Figure 1. Port wiring (run 1).
(6 px per um)
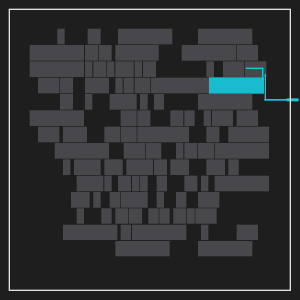
Figure 2. Sizing map (run 1).
(10 px per um)
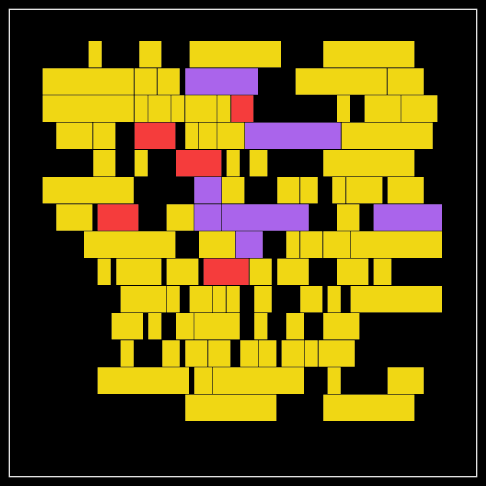
Figure 3. Signal metal coverage by tile (run 1).
(8 px per um) The die is cut into 9 by 9 equal tiles; black is low, pale yellow is high, scaled to the fullest tile. Values are wire area over tile area, all layers added.
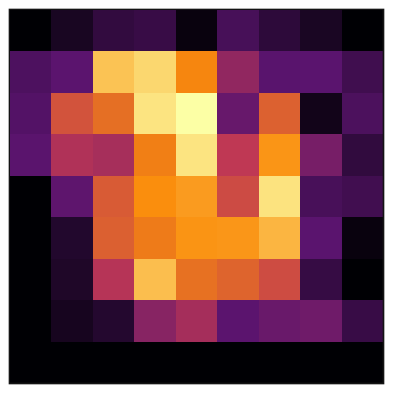
Figure 4. Gate families picked out (run 1).
(10 px per um)
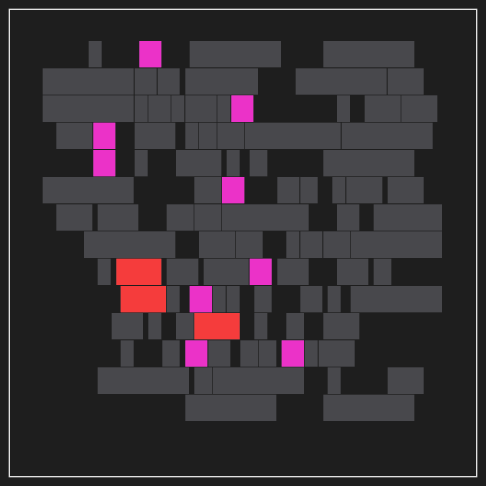
==> config.mk <==
export PLATFORM = sky130hd
export DESIGN_NAME = button_event_decoder
export DESIGN_NICKNAME = d
export VERILOG_FILES = /design/src/rtl/button_event_decoder.sv
export SDC_FILE = /design/constraint.sdc
export NUM_CORES = 1
export LEC_CHECK = 0
export CORE_MARGIN = 3
export CORE_UTILIZATION = 55
export CTS_CLUSTER_DIAMETER = 50
export DETAILED_ROUTE_END_ITERATION = 8
export HOLD_SLACK_MARGIN = 0.05
export PLACE_DENSITY = 0.78
export SETUP_SLACK_MARGIN = 0.1
export SYNTH_ARGS = -nofsm -noshare
export SYNTH_HDL_FRONTEND = slang
export SYNTH_SLANG_ARGS = --single-unit
==> constraint.sdc <==
create_clock -name clk -period 2.9 [get_ports clk]
set_input_delay 0.29 -clock clk [delete_from_list [all_inputs] [get_ports clk]]
set_output_delay 0.29 -clock clk [all_outputs]
set_load 0.02 [all_outputs]
==> results.yml, run 1 <==
# generated from flow reports
worst_setup_path:
  crit_path_end_kind: "flip-flop"
  worst_setup_path_start_kind: "input pin"
  path_class: "in -> reg"
  crit_fanout: 11
  cp.depth: 5
  path_delay_family: "simple AND/OR/NAND/NOR gates"
  critPathMaxStageDelay_ns: 0.60
  reg2reg_depth: 6
  cp_slowest_cell: "clkdlybuf4s50_1"
  worst-path-buf-inv: 1
power_and_ir_drop:
  power_uw: 405
  p_sw_uw: 110
  ir_drop_mv: 0.282
logic_synthesis:
  ys_seq_frac: 0.414
  most_common_cell: "dfrtp_1"
  synth_area_leader_cell: "dfrtp_1"
  yosys.area_share.simple: 0.302
  compound_area_frac: 0.130
  synth_top_area_share: 0.414
  numSynthFlops: 15
  edf_count: 0
  synth.distinct_cells: 35
cts:
  h-tree-depth: 1
  clock_latency_ns: 0.27
  post-cts-setup-buffers: 0
  ctsHoldBuffers: 0
  clk_pin_slew_ns: 0.09
drt:
  viasPerCell: 5.96
  drc_errors: 0
final_timing:
  slew_headroom: 0.549
  fin_skew_ns: 0.00149
  fin_crit_ns: 1.86
  rsz0062_at_grt: "no"
  slew_viol_final: 0
run:
  log.warning_count: 28
cells_and_area:
  largest_reg_flops: 8
  fin_nets: 104
floorplanning:
  initial_core_util: 0.594
  fp.dieArea_mm2: 0.00217
global_route:
  grt_antenna_before_repair: 0
  overflow: 0
place:
  dp_slack_ns: 0.749
run_status:
  status: "completed"
Back to the opening pictures, Figure 1:
- `short_press`: cyan (bits 1; direction output; edge east; end cells 1; buffers 1; wire 12.7 um)
port bufs: 7
I/O pins: 9

Back to the opening pictures, Figure 2:
- _0 and _1 cells: yellow (cells 84; share 88%; most used dfrtp_1)
- _3 and _4 cells: purple (cells 7; share 7.3%; most used clkbuf_4)
- _2 cells: red (cells 5; share 5.2%)
setup ws final: 1.04 ns
area grow syn2layout: 10.9%
Non-clk bufs: 7

Back to the opening pictures, Figure 3:
- densest ninth of the die: center
- tiles over half the peak: 32%
- emptiest ninth of the die: south-west
drt wl/cell: 15.2 um
gr usage total: 0.182
total wire length: 1710 um
vias: 667

Back to the opening pictures, Figure 4:
- and/or cells: magenta (cells 9)
- fa/ha/maj cells: red (cells 3)
Finished Layout Cells: 112
combinational share of cell area: 0.492
dominant logic cell type in the layout: dfrtp_1

==> run 1: worst reg2reg max path, stage by stage, from the launching register on <==
cell and delay (ns):
dfrtp_1 0.43, inv_1 0.11, ha_1 0.17, nor4b_4 0.25, nand4_2 0.20, a211oi_4 0.44, nor2_1 0.09
==> run 1: area by class of cell <==
class | count | area [um2]
clock buffer | 4 | 26.3
fill | 130 | 519
inverter | 5 | 18.8
multi-input combinational | 65 | 494
sequential | 15 | 375
tap | 16 | 20.0
timing repair buffer | 7 | 70.1
==> run 1: metal layers <==
layer	routed length, um	global-route usage	vias to the layer above
met3	59	0.0430	2
met1	836	0.240	318
met5	0	0	-
li1	-	-	335
met2	798	0.288	12
met4	12	0.0625	0
==> inputs of run 2 (changes only) <==
--- a/config.mk
+++ b/config.mk
@@ -6,11 +6,11 @@
 export NUM_CORES = 1
 export LEC_CHECK = 0
 export CORE_MARGIN = 3
-export CORE_UTILIZATION = 55
+export CORE_UTILIZATION = 54
 export CTS_CLUSTER_DIAMETER = 50
 export DETAILED_ROUTE_END_ITERATION = 8
 export HOLD_SLACK_MARGIN = 0.05
-export PLACE_DENSITY = 0.78
+export PLACE_DENSITY = 0.77
 export SETUP_SLACK_MARGIN = 0.1
 export SYNTH_ARGS = -nofsm -noshare
 export SYNTH_HDL_FRONTEND = slang
==> constraint.sdc (replaced) <==
create_clock -name clk -period 1.9 [get_ports clk]
set_input_delay 0.19 -clock clk [delete_from_list [all_inputs] [get_ports clk]]
set_output_delay 0.19 -clock clk [all_outputs]
set_load 0.02 [all_outputs]
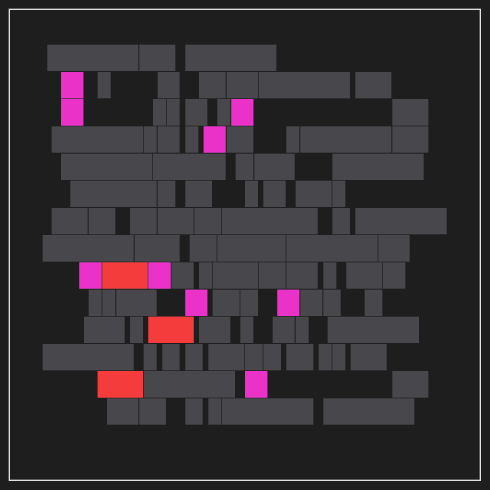
Figure 5: run 2, gate families picked out.
(10 px per um)
- fa/ha/maj cells: red (cells 3)
- and/or cells: magenta (cells 9)
combinational share of cell area: 0.469
Finished Layout Cells: 118

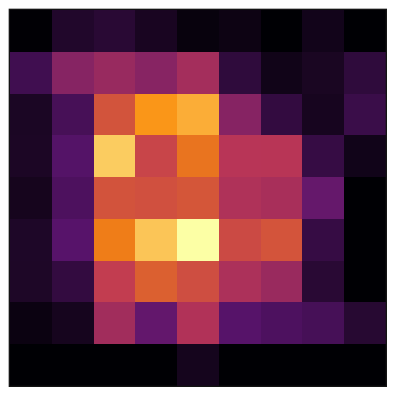
Figure 6: run 2, signal metal coverage by tile.
(8 px per um) The die is cut into 9 by 9 equal tiles; black is low, pale yellow is high, scaled to the fullest tile. Values are wire area over tile area, all layers added.
- emptiest ninth of the die: north-east
- tiles over half the peak: 21%
- nearly empty tiles: 17%
- mean over tiles: 0.13
- fullest tile: 0.50
- densest ninth of the die: center
vias: 758
total wire length: 1830 um
gr usage total: 0.208

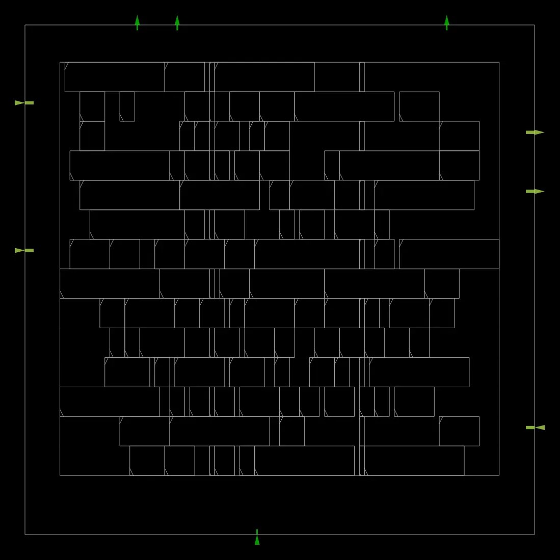
Figure 7: run 2, placement view.
FF+latch count: 15
Rows: 14
sequential share of cell area: 0.356

==> run 2 against run 1 <==
Effect of this change: synthesized cell count unchanged; clock skew is 0.0064 ns higher; setup slack lost 0.83 ns; global-route usage increased by 2.6 points; cell count is 5.4% higher; first-iteration DRC count up 130%; final area grew 4.9%; combinational power increased by about 80%; clock power increased by 55%; power rose by 57%; core utilization increased by 2.4 points; largest cell class unchanged.
==> results.yml, run 2 <==
# generated from flow reports
cells_and_area:
  largest_reg_flops: 8
  fin_nets: 110
  syn_to_final_growth_pct: 16.3
worst_setup_path:
  critPathMaxStageDelay_ns: 0.39
  cp.depth: 6
  reg2reg_depth: 6
  crit_fanout: 6
  cp_slowest_cell: "dfrtp_1"
  path_class: "reg -> reg"
  worst_setup_path_start_kind: "flip-flop"
  path_delay_family: "simple AND/OR/NAND/NOR gates"
  crit_path_end_kind: "flip-flop"
logic_synthesis:
  synth_area_leader_cell: "dfrtp_1"
  synth_area_per_cell_um2: 10.3
  syn-instance-count: 88
  synth_top_area_share: 0.414
  ys_seq_frac: 0.414
  numSynthFlops: 15
  synth.distinct_cells: 35
  compound_area_frac: 0.130
  edf_count: 0
run_status:
  status: "completed"
global_route:
  busiest_layer: "met2"
  grt_antenna_before_repair: 0
  grt.met1_usage: 0.292
  grtUsageMet3: 0.0460
  use_met2: 0.309
drt:
  wl_met2_um: 890
  wl_per_cell_um: 15.5
  dr.max_layer_used: "met4"
  wl_met1_um: 809
  drc_errors: 0
  wl_met3_um: 84
final_timing:
  rsz0062_at_grt: "no"
  fin_crit_ns: 1.69
  slew_headroom: 0.557
  fin_skew_ns: 0.00790
  worst_slack_ns: 0.207
cts:
  h-tree-depth: 1
  clock_latency_ns: 0.29
  ctsHoldBuffers: 0
  clk_pin_slew_ns: 0.09
  post-cts-setup-buffers: 2
run:
  log.warning_count: 28
floorplanning:
  initial_core_util: 0.588
  num_io_pins: 9
  fp.dieArea_mm2: 0.00220
power_and_ir_drop:
  ir_drop_mv: 0.415
  power_uw: 635
==> run 2: cell counts after synthesis <==
Identical to the previous run, type by type.
==> run 2: power breakdown <==
group	leakage [uW]	switching [uW]	internal, uW	total, uW
registers	0.000204	15.2	329	345
logic	0.000207	57.0	49.7	107
clock network	0.0000150	102	81.6	184
==> run 2: area by class of cell <==
| cell class | count | area, um2 | share of cell area |
|---|---|---|---|
| timing repair buffer | 13 | 119 | 0.113 |
| sequential | 15 | 375 | 0.356 |
| tap | 16 | 20.0 | 0.0190 |
| multi-input combinational | 65 | 494 | 0.469 |
| clock buffer | 4 | 26.3 | 0.0249 |
| inverter | 5 | 18.8 | 0.0178 |
Power figures rest on the tool's default switching activity, not on a simulated workload.
